## src/rtl/fifo_hs.sv

```systemverilog
// fifo_hs: single-clock circular-buffer FIFO with independent handshakes on
// the push and pop sides. Each side runs either a 4-phase req/ack handshake
// (one transfer per req pulse) or a streaming valid/ready-style handshake
// (one transfer per cycle while req is high and space/data is available).
//
// Optional feature: define FIFO_HS_ALMOST_FLAGS_EN to add the registered
// almost_full / almost_empty outputs and the AF_TH / AE_TH thresholds.
module fifo_hs #(
  parameter int WIDTH = 32,
  parameter int DEPTH = 16
`ifdef FIFO_HS_ALMOST_FLAGS_EN
  ,
  parameter int AF_TH = DEPTH - 2,
  parameter int AE_TH = 2
`endif
) (
  input  logic                       clk,
  input  logic                       rst,
  // push side
  input  logic                       push_req,
  output logic                       push_ack,
  output logic                       push_ack_pulse,
  input  logic [WIDTH-1:0]           push_data,
  input  logic                       push_stream_mode,
  output logic                       fifo_full,
  // pop side
  input  logic                       pop_req,
  output logic                       pop_ack,
  output logic                       pop_ack_pulse,
  output logic [WIDTH-1:0]           pop_data,
  input  logic                       pop_stream_mode,
  output logic                       fifo_empty,
  // occupancy
  output logic [$clog2(DEPTH+1)-1:0] count
`ifdef FIFO_HS_ALMOST_FLAGS_EN
  ,
  output logic                       almost_full,
  output logic                       almost_empty
`endif
);

  // AW indexes the storage; pointers carry one extra wrap bit so that
  // full and empty are distinguishable when the indices are equal.
  localparam int AW = $clog2(DEPTH);
  localparam int CW = $clog2(DEPTH + 1);

  typedef enum logic [0:0] {
    ST_IDLE = 1'b0,
    ST_HOLD = 1'b1
  } hs_state_e;

  // storage (no reset needed: a slot is only read after being written)
  logic [WIDTH-1:0] mem [DEPTH];

  logic [AW:0]      wr_ptr_reg;
  logic [AW:0]      rd_ptr_reg;
  logic [AW-1:0]    wr_idx;
  logic [AW-1:0]    rd_idx;
  logic [WIDTH-1:0] head_data;

  hs_state_e        push_state_reg;
  hs_state_e        push_state_next;
  hs_state_e        pop_state_reg;
  hs_state_e        pop_state_next;

  // handshake flavour per side: 1 = streaming, 0 = 4-phase
  logic             push_mode_reg;
  logic             pop_mode_reg;

  // high during the first ack cycle of a 4-phase transfer
  logic             push_first_reg;
  logic             pop_first_reg;

  logic [WIDTH-1:0] pop_data_reg;

  // a transfer actually happens at the coming edge
  logic             push_fire;
  logic             pop_fire;

  assign wr_idx    = wr_ptr_reg[AW-1:0];
  assign rd_idx    = rd_ptr_reg[AW-1:0];
  assign head_data = mem[rd_idx];

  // Occupancy comes straight from the registered pointers; the wrap bit
  // makes the modulo-2*DEPTH difference equal to the true entry count.
  assign count      = CW'(wr_ptr_reg - rd_ptr_reg);
  assign fifo_full  = (count == CW'(DEPTH));
  assign fifo_empty = (count == '0);

  // ---------------------------------------------------------------------
  // Push side
  // ---------------------------------------------------------------------

  // Push FSM state register, mode latch and first-ack flag.
  // The mode is only sampled while idle with req low so a transfer in
  // flight can never change flavour underneath itself.
  always_ff @(posedge clk) begin
    if (rst) begin
      push_state_reg <= ST_IDLE;
      push_mode_reg  <= 1'b0;
      push_first_reg <= 1'b0;
    end else begin
      push_state_reg <= push_state_next;
      if (push_state_reg == ST_IDLE && !push_req) begin
        push_mode_reg <= push_stream_mode;
      end
      push_first_reg <= push_fire && !push_mode_reg;
    end
  end

  // Push next-state: a write only starts from IDLE with space available;
  // fullness is taken from registered state, so a same-edge pop never
  // frees a slot early.
  always_comb begin
    push_state_next = push_state_reg;
    push_fire       = 1'b0;
    case (push_state_reg)
      ST_IDLE: begin
        if (push_req && !fifo_full) begin
          push_fire = 1'b1;
          if (!push_mode_reg) begin
            push_state_next = ST_HOLD;
          end
        end
      end
      ST_HOLD: begin
        if (!push_req) begin
          push_state_next = ST_IDLE;
        end
      end
      default: push_state_next = ST_IDLE;
    endcase
  end

  // Push outputs: streaming ack is combinational, 4-phase ack is the HOLD state.
  always_comb begin
    push_ack       = 1'b0;
    push_ack_pulse = 1'b0;
    if (push_mode_reg) begin
      push_ack       = push_req && !fifo_full;
      push_ack_pulse = push_req && !fifo_full;
    end else begin
      push_ack       = (push_state_reg == ST_HOLD);
      push_ack_pulse = push_first_reg;
    end
  end

  // ---------------------------------------------------------------------
  // Pop side
  // ---------------------------------------------------------------------

  // Pop FSM state register, mode latch, first-ack flag and captured data.
  always_ff @(posedge clk) begin
    if (rst) begin
      pop_state_reg <= ST_IDLE;
      pop_mode_reg  <= 1'b0;
      pop_first_reg <= 1'b0;
      pop_data_reg  <= '0;
    end else begin
      pop_state_reg <= pop_state_next;
      if (pop_state_reg == ST_IDLE && !pop_req) begin
        pop_mode_reg <= pop_stream_mode;
      end
      pop_first_reg <= pop_fire && !pop_mode_reg;
      if (pop_fire && !pop_mode_reg) begin
        pop_data_reg <= head_data;
      end
    end
  end

  // Pop next-state: a read only starts from IDLE with data present;
  // emptiness is registered, so a same-edge push never falls through.
  always_comb begin
    pop_state_next = pop_state_reg;
    pop_fire       = 1'b0;
    case (pop_state_reg)
      ST_IDLE: begin
        if (pop_req && !fifo_empty) begin
          pop_fire = 1'b1;
          if (!pop_mode_reg) begin
            pop_state_next = ST_HOLD;
          end
        end
      end
      ST_HOLD: begin
        if (!pop_req) begin
          pop_state_next = ST_IDLE;
        end
      end
      default: pop_state_next = ST_IDLE;
    endcase
  end

  // Pop outputs: streaming shows the head entry directly (show-ahead);
  // 4-phase presents the value captured when the read was taken.
  always_comb begin
    pop_ack       = 1'b0;
    pop_ack_pulse = 1'b0;
    pop_data      = pop_data_reg;
    if (pop_mode_reg) begin
      pop_ack       = pop_req && !fifo_empty;
      pop_ack_pulse = pop_req && !fifo_empty;
      pop_data      = head_data;
    end else begin
      pop_ack       = (pop_state_reg == ST_HOLD);
      pop_ack_pulse = pop_first_reg;
    end
  end

  // ---------------------------------------------------------------------
  // Storage and pointers
  // ---------------------------------------------------------------------

  // Memory write; gated by rst so a write racing a reset edge leaves no trace.
  always_ff @(posedge clk) begin
    if (push_fire && !rst) begin
      mem[wr_idx] <= push_data;
    end
  end

  // Pointer update; the wrap bit toggles naturally on DEPTH-1 -> 0.
  always_ff @(posedge clk) begin
    if (rst) begin
      wr_ptr_reg <= '0;
      rd_ptr_reg <= '0;
    end else begin
      if (push_fire) begin
        wr_ptr_reg <= wr_ptr_reg + (AW+1)'(1);
      end
      if (pop_fire) begin
        rd_ptr_reg <= rd_ptr_reg + (AW+1)'(1);
      end
    end
  end

`ifdef FIFO_HS_ALMOST_FLAGS_EN
  // ---------------------------------------------------------------------
  // Almost flags
  // ---------------------------------------------------------------------
  logic [CW-1:0] count_next;
  logic          almost_full_reg;
  logic          almost_empty_reg;

  // Occupancy after the coming edge, so the registered flags line up
  // with the count output in the same cycle.
  always_comb begin
    count_next = count + CW'(push_fire) - CW'(pop_fire);
  end

  // Threshold flags, registered from the next-cycle occupancy.
  always_ff @(posedge clk) begin
    if (rst) begin
      almost_full_reg  <= 1'b0;
      almost_empty_reg <= 1'b1;
    end else begin
      almost_full_reg  <= (int'(count_next) >= AF_TH);
      almost_empty_reg <= (int'(count_next) <= AE_TH);
    end
  end

  assign almost_full  = almost_full_reg;
  assign almost_empty = almost_empty_reg;
`endif

endmodule
```

## config.mk

```make
export PLATFORM = sky130hd
export DESIGN_NAME = fifo_hs
export DESIGN_NICKNAME = d
export VERILOG_FILES = /design/src/rtl/fifo_hs.sv
export SDC_FILE = /design/constraint.sdc
export NUM_CORES = 1
export LEC_CHECK = 0
export ABC_AREA = 0
export CORE_ASPECT_RATIO = 1.5
export CORE_MARGIN = 5
export CORE_UTILIZATION = 43
export CTS_BUF_LIST = sky130_fd_sc_hd__clkbuf_8
export CTS_CLUSTER_DIAMETER = 100
export DETAILED_ROUTE_END_ITERATION = 10
export GPL_TIMING_DRIVEN = 1
export HOLD_SLACK_MARGIN = 0.02
export MAX_ROUTING_LAYER = met4
export PLACE_DENSITY_LB_ADDON = 0.12
export SLEW_MARGIN = 30
export SYNTH_ARGS = -nofsm -noshare
export SYNTH_HDL_FRONTEND = slang
export SYNTH_SLANG_ARGS = --single-unit
```

## constraint.sdc

```tcl
create_clock -name clk -period 8.1 [get_ports clk]
set_input_delay 2.025 -clock clk [delete_from_list [all_inputs] [get_ports clk]]
set_output_delay 2.025 -clock clk [all_outputs]
set_load 0.02 [all_outputs]
```

Figure 1. M1 wires (run 1).
(1 px per µm)
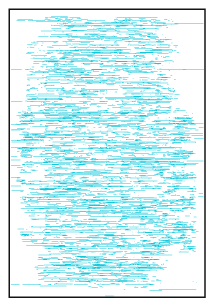
The wires run mostly horizontal. The layer holds 42% of the routed length. 1230 nets have wire on it. The layer carries 21.7 mm of wire.

Figure 2. Layout detail (run 1).
Region (133, 202) to (158, 227) µm. Cells in gray, sequential cells in the stronger gray; small squares are vias.
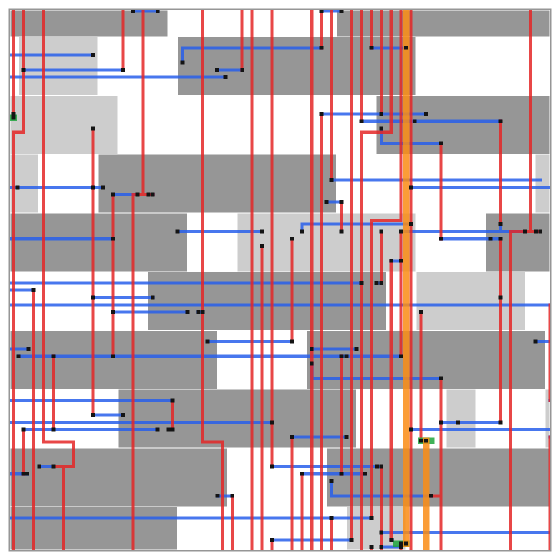
Red stands for M2. Green stands for M3. Blue stands for M1. Orange stands for M4.
Sequential cells in the window: 11. 18 logic cells have their middle in the window. Most frequent: edfxtp_1 (11), clkbuf_8 (2), inv_1 (2). Netlist names of flops here include mem (11).

Figure 3. Routing congestion map (run 1).
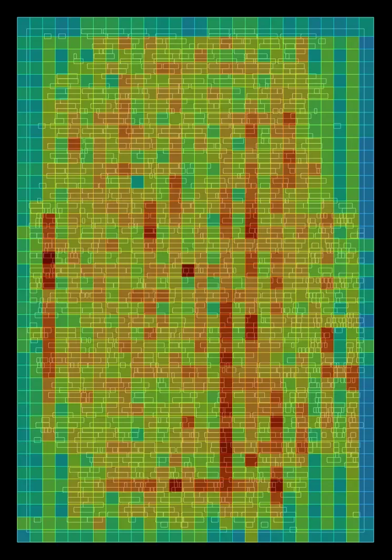
global routing usage on met3: 3.26%
most utilized layer in the global route result: met2
M2 GR Usage: 31.5%

==> results.sh, run 1 <==
# physical design summary
export IMPL_power_uw=7340
export IMPL_synth_area_um2=21900
export IMPL_fin_skew_ns=0.0302
export IMPL_synthArstFlopShare_pct=0
export IMPL_core_um2=50500
export IMPL_viasPerCell=5.62
export IMPL_finalCritPeriodShare_pct=76.7
export IMPL_fp_row_count=101
export IMPL_fin_hold_ws_ns=0.474
export IMPL_endpoint="push_ack_pulse"
export IMPL_grt_pass1_wl_um=77000
export IMPL_ff_count=564
export IMPL_comb_area_share_pct=20.8
export IMPL_syn_num_nets=1162
export IMPL_fin_nets=1288
export IMPL_reg2regPathDepth=10
export IMPL_seq_area_um2=16400
export IMPL_holdPathEnd="pop_data_reg[25]"
export IMPL_regToRegSetupSlack_ns=4.44
export IMPL_worst_setup_hold_path_clk_slew_ns=0.07
export IMPL_r2r_start="wr_ptr_reg[0]"
export IMPL_final_comb_area_um2=5230
export IMPL_finalCriticalPeriod_ns=6.21
export IMPL_cp_start_kind="flip-flop"
export IMPL_postSynthAreaPerCell_um2=19.7
export IMPL_warnings=29
export IMPL_vias=11100
export IMPL_seq_area_share_pct=65.4
export IMPL_slew_headroom_pct=37.7
export IMPL_ys_sh_mux_pct=15.1
export IMPL_common_cells="edfxtp_1 (512), mux4_2 (128), a22oi_1 (64), dfxtp_1 (52), a21oi_1 (44)"
export IMPL_worstPathMaxFanout=19
export IMPL_critPathLaunch="wr_ptr_reg[0]"
export IMPL_netlist_instances=1114
export IMPL_drtAntennaViolNets=0
export IMPL_logic_gates=465
export IMPL_hold_buffers=0
export IMPL_instances_no_fill=1979
export IMPL_crit_required_ns=6.08
export IMPL_yosysChipArea_um2=21900
export IMPL_n_all_inverters=14
export IMPL_setup_tns_final_ns=0
export IMPL_synth_edff_count=512
export IMPL_status="completed"
export IMPL_dominant_cells="registers"
export IMPL_area_growth_pct=14.7
export IMPL_dieArea_um2=55600
export IMPL_layout_top_cell="edfxtp_1"
export IMPL_buffer_area_share_pct=4.16
export IMPL_cts_root_buffer_cell="clkbuf_8"
export IMPL_most_common_layout_cells="edfxtp_1 (512), mux4_2 (128), clkbuf_8 (88)"
export IMPL_p_leak_uw=0.00792
export IMPL_power_density_nw_per_um2=292
export IMPL_nFillCells=4246
export IMPL_antenna_found_initial=2
export IMPL_numCtsBuffers=85
-- run 1: critical path: stages (launching register included) --
cell,delay [ns]
dfxtp_1,0.41
inv_1,0.12
ha_1,0.22
inv_1,0.07
fa_1,0.44
nand3b_1,0.18
a211o_1,0.27
a211oi_2,0.48
nand2b_2,0.58
mux2i_1,0.18
clkdlybuf4s50_1,0.58
-- run 1: layer usage --
layer  vias to the layer above  GRT usage [%]  part of all wire, %
met2                       361           31.5                   51
met4                         0           6.09                  1.7
met1                      5824           25.1                   42
met5                         -              -                    0
met3                        55           3.26                  5.7
li1                       4877              -                    -
-- run 1: power breakdown --
part | total (µW) | switching, µW | internal (µW)
clock network | 2100 | 1060 | 1040
logic | 1850 | 1050 | 798
registers | 3390 | 98.2 | 3290
## Run 2: what changed since run 1
clock period = 5.08 ns   (was 8.1 ns; I/O delays follow)
Figure 4. M1 wires (run 2).
(1 px per µm)
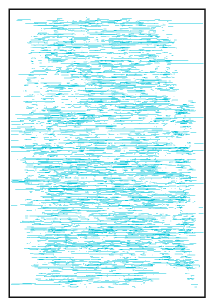
The wires run mostly horizontal. The layer carries 22.6 mm of wire. The longest straight run is 77.7 µm. The layer holds 43% of the routed length. 1233 nets have wire on it.

Figure 5. Sequential cells colored by netlist name (run 2).
(1.5 px per µm) Other sequential cells in the stronger gray, the rest of the logic in the fainter gray.
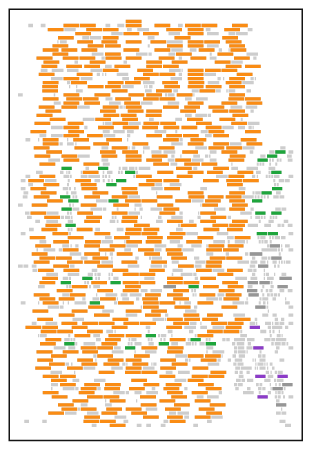
Green stands for pop_data_reg, placed flops 32. Orange stands for mem, placed flops 512, where spread over the die. Purple stands for wr_ptr_reg, placed flops 5, where lower right.

Figure 6. Layout detail (run 2).
Region (133, 202) to (158, 227) µm. Cells in gray, sequential cells in the stronger gray; small squares are vias.
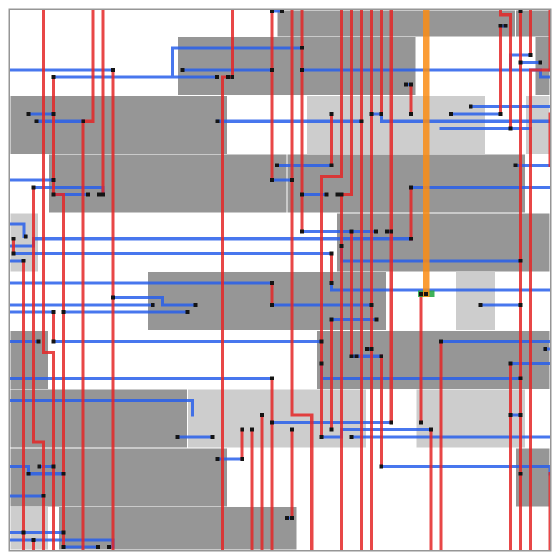
Green stands for M3. Blue stands for M1. Red stands for M2. Orange stands for M4.
Most frequent: edfxtp_1 (10), mux4_2 (2). Sequential cells in the window: 10. 14 logic cells have their middle in the window. Netlist names of flops here include mem (10).

==> results.sh, run 2 <==
# physical design summary
export IMPL_antenna_found_initial=4
export IMPL_netlist_instances=1114
export IMPL_crit_required_ns=3.81
export IMPL_grt_use_met1_pct=25.5
export IMPL_highest_layer="met4"
export IMPL_routed_wl_met2_um=26600
export IMPL_postSynthAreaPerCell_um2=19.7
export IMPL_finalCriticalPeriod_ns=4.76
export IMPL_layout_top_cell="edfxtp_1"
export IMPL_critPathSlowestCell="clkdlybuf4s50_1"
export IMPL_ios=81
export IMPL_cts_root_buffer_cell="clkbuf_8"
export IMPL_use_met2_pct=31.5
export IMPL_cp_start_kind="flip-flop"
export IMPL_grt_util_met3_pct=3.34
export IMPL_p_leak_uw=0.00798
export IMPL_ys_sh_mux_pct=15.1
export IMPL_r2r_start="wr_ptr_reg[3]"
export IMPL_cp_depth=10
export IMPL_crit_path_frequent_cell="inv_1"
export IMPL_warnings=30
export IMPL_status="completed"
export IMPL_synth_area_um2=21900
export IMPL_core_um2=50500
export IMPL_grt_pass1_wl_um=77200
export IMPL_worst_setup_hold_path_clk_slew_ns=0.06
export IMPL_seq_area_um2=16400
export IMPL_critPathMaxStageDelay_ns=0.59
export IMPL_final_comb_area_um2=5280
export IMPL_fin_skew_ns=0.0265
export IMPL_cp_num_buf_inv=5
export IMPL_yosysChipArea_um2=21900
export IMPL_drtAntennaViolNets=0
export IMPL_busiest_layer="met2"
export IMPL_fp_row_count=101
export IMPL_area_growth_pct=15.7
export IMPL_synth_edff_count=512
export IMPL_swShare_pct=30.1
export IMPL_regToRegSetupSlack_ns=1.37
export IMPL_finalCritPeriodShare_pct=93.7
export IMPL_ir_worst_vdd_uv=759
export IMPL_synthArstFlopShare_pct=0
export IMPL_wl_met1_um=22600
export IMPL_dp_hpwl_um=25600
export IMPL_crit_chain="inv_1, ha_1, inv_1, fa_1, nand3b_1, a211o_2, a2bb2o_4, buf_4, inv_4, clkdlybuf4s50_1"
export IMPL_holdPathEnd="pop_data_reg[5]"
export IMPL_p_clk_share_pct=28.8
export IMPL_syn_num_nets=1162
export IMPL_worstPathMaxFanout=6
export IMPL_cp_top_family="buffers and inverters"
export IMPL_reg2regPathDepth=9
export IMPL_vias=11400
export IMPL_p_int_uw=8370
export IMPL_critPathLaunch="wr_ptr_reg[0]"
export IMPL_comb_power_share_pct=26.3
export IMPL_slew_headroom_pct=45.8
export IMPL_instances_no_fill=1983
export IMPL_dieArea_um2=55600
export IMPL_nFillCells=4233
export IMPL_setup_tns_final_ns=0
export IMPL_common_cells="edfxtp_1 (512), mux4_2 (128), a22oi_1 (64), dfxtp_1 (52), a21oi_1 (44)"
export IMPL_fin_nets=1293
export IMPL_fin_hold_ws_ns=0.472
export IMPL_viasPerCell=5.74
export IMPL_worstPathArrival_ns=3.49
export IMPL_power_density_nw_per_um2=473
export IMPL_r2r_end="mem[7][5]"
## run 2: cell counts after synthesis
No cell type changed its count.
## run 2: power groups by stage
stage	logic [µW]	registers (µW)	clock network (µW)
after floorplan	2090	5400	0
after global placement	3040	5470	0
after detailed placement	3050	5480	0
after CTS	3070	5380	3560
after global routing	3380	5400	3780
final	3150	5380	3450
## run 2: cell type report
cell class | instances | share of cell area [%]
diodes | 3 | 0.0296
clock buffers | 91 | 4.94
clock inverters | 61 | 1.25
inverters | 14 | 0.217
multi-input cells | 466 | 20.8
flip-flops and latches | 564 | 64.8
well taps | 669 | 3.30
repair buffers | 115 | 4.64
## run 2: repair_timing
action | 4_1_cts | 5_1_grt
setup endpoints to repair | 0 | 4
gates resized | 0 | 4
buffers inserted | 0 | 3
hold buffers | 0 | 0
## Run 3: what changed since run 2
CTS_BUF_LIST = sky130_fd_sc_hd__clkbuf_16   (was sky130_fd_sc_hd__clkbuf_8)
SLEW_MARGIN = not set   (was 30)
Figure 7. M1 wires (run 3).
(1 px per µm)
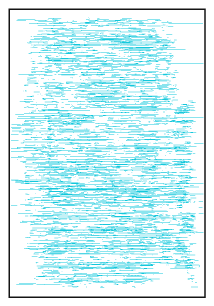
The layer holds 43% of the routed length. The longest straight run is 60.7 µm.

Figure 8. Layout detail (run 3).
Region (133, 202) to (158, 227) µm. Cells in gray, sequential cells in the stronger gray; small squares are vias.
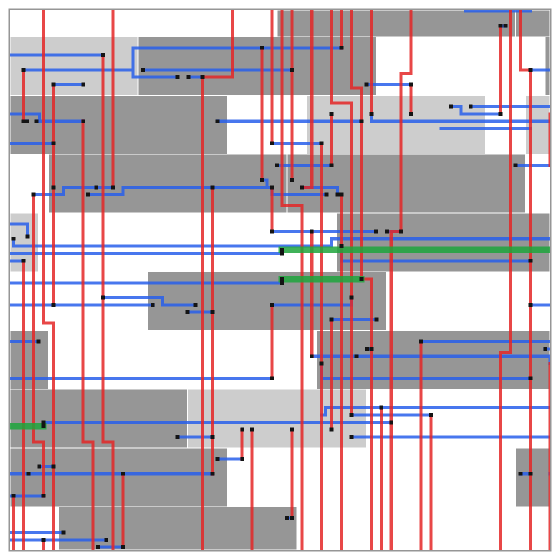
Green stands for M3. Red stands for M2. Blue stands for M1.
Most frequent: edfxtp_1 (10), mux4_2 (2), clkbuf_16 (1). Sequential cells in the window: 10. Netlist names of flops here include mem (10). 13 logic cells have their middle in the window.

Figure 9. Sequential cells colored by netlist name (run 3).
(1.5 px per µm) Other sequential cells in the stronger gray, the rest of the logic in the fainter gray.
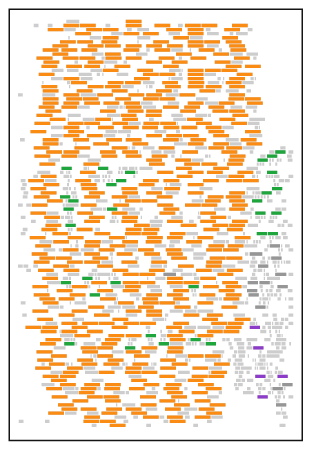
Orange stands for mem, placed flops 512, where spread over the die. Green stands for pop_data_reg, placed flops 32. Purple stands for wr_ptr_reg, placed flops 5, where lower right.
Another 15 sequential cells are not colored.

==> results.sh, run 3 <==
# physical design summary
export IMPL_finalCritPeriodShare_pct=95.1
export IMPL_netlist_instances=1114
export IMPL_dp_hpwl_um=25600
export IMPL_ios=81
export IMPL_p_leak_uw=0.00791
export IMPL_seq_area_um2=16400
export IMPL_fp_row_count=101
export IMPL_grt_pass1_wl_um=76100
export IMPL_status="completed"
export IMPL_ys_sh_mux_pct=15.1
export IMPL_regToRegSetupSlack_ns=1.31
export IMPL_worst_setup_path_type="flip-flop to output pin"
export IMPL_setup_tns_final_ns=0
export IMPL_viasPerCell=5.76
export IMPL_p_clk_share_pct=30.4
export IMPL_fin_hold_ws_ns=0.473
export IMPL_final_comb_area_um2=5270
export IMPL_synth_area_um2=21900
export IMPL_ir_worst_vdd_uv=733
export IMPL_cp_top_family="buffers and inverters"
export IMPL_n_all_inverters=14
export IMPL_grt_util_met3_pct=2.47
export IMPL_crit_required_ns=3.81
export IMPL_busiest_layer="met2"
export IMPL_grt_setup_unrepaired="false"
export IMPL_worstPathMaxFanout=13
export IMPL_cp_num_buf_inv=2
export IMPL_worstPathArrival_ns=3.56
export IMPL_fin_nets=1261
export IMPL_die_h_um=286
export IMPL_diodes=3
export IMPL_drc=0
export IMPL_cts_setup_buffers=0
export IMPL_routed_wl_met2_um=26400
export IMPL_slew_violations=0
export IMPL_yosysChipArea_um2=21900
export IMPL_crit_chain="ha_1, a21oi_1, and3_1, a211oi_2, buf_4, nand2b_1, mux2i_1, clkdlybuf4s50_1"
export IMPL_cts_root_buffer_cell="clkbuf_16"
export IMPL_wl_met1_um=22400
export IMPL_grt_max_degree=69
export IMPL_ff_count=564
export IMPL_comb_area_share_pct=20.8
export IMPL_final_clk_cell_share_pct=6.41
export IMPL_synthArstFlopShare_pct=0
export IMPL_dominant_cells="registers"
export IMPL_instances_no_fill=1929
export IMPL_clock_latency_late_pin_ns=0.58
export IMPL_antenna_found_initial=3
export IMPL_dieArea_um2=55600
export IMPL_cp_start_kind="flip-flop"
export IMPL_area_growth_pct=15.9
export IMPL_use_met2_pct=31.2
export IMPL_taps=669
export IMPL_slew_headroom_pct=25.5
export IMPL_core_um2=50500
export IMPL_cts_resized=0
export IMPL_p_int_uw=8700
export IMPL_cts_htree_levels=2
export IMPL_common_cells="edfxtp_1 (512), mux4_2 (128), a22oi_1 (64), dfxtp_1 (52), a21oi_1 (44)"
export IMPL_drive_gt1_share_pct=23.7
export IMPL_wire_per_inst_um=27.2
export IMPL_synth_edff_count=512
export IMPL_logic_gates=466
export IMPL_warnings=30
export IMPL_power_density_nw_per_um2=482
export IMPL_syn_num_nets=1162
export IMPL_hold_buffers=0
export IMPL_swShare_pct=28.9
export IMPL_worst_setup_hold_path_clk_slew_ns=0.07
export IMPL_fin_skew_ns=0.0199
export IMPL_critPathSlowestCell="dfxtp_1"
export IMPL_grt_use_met1_pct=25.7
export IMPL_highest_layer="met4"
export IMPL_postSynthAreaPerCell_um2=19.7
export IMPL_buffer_area_share_pct=4.62
export IMPL_finalCriticalPeriod_ns=4.83
export IMPL_comb_power_share_pct=25.7
export IMPL_nFillCells=4141
export IMPL_clock_buffers=53
export IMPL_ys_cells=1114
export IMPL_dp_slack_ns=0.740
export IMPL_signal_buffers=115
export IMPL_layout_top_cell="edfxtp_1"
export IMPL_drtAntennaViolNets=0
export IMPL_seq_area_share_pct=64.7
export IMPL_vias=11100
export IMPL_critPathMaxStageDelay_ns=0.73
## run 3: power by group through the flow
stage | combinational (µW) | sequential [µW] | clock, µW
2_1_floorplan | 2090 | 5400 | 0
3_3_place_gp | 3040 | 5470 | 0
3_5_place_dp | 3060 | 5480 | 0
4_1_cts | 3070 | 5380 | 3820
5_1_grt | 3370 | 5400 | 4010
6_report | 3140 | 5370 | 3720
## run 3: path summary, 6_finish.rpt
check | start | end | cells past startpoint
worst max-delay path | wr_ptr_reg[3] | push_ack_pulse | 8
worst max register to register | wr_ptr_reg[3] | mem[5][4] | 9
worst min register to register | pop_data_reg[31] | pop_data_reg[31] | 2
worst min-delay path | pop_data_reg[31] | pop_data_reg[31] | 2
Power and IR drop assume default switching activity.
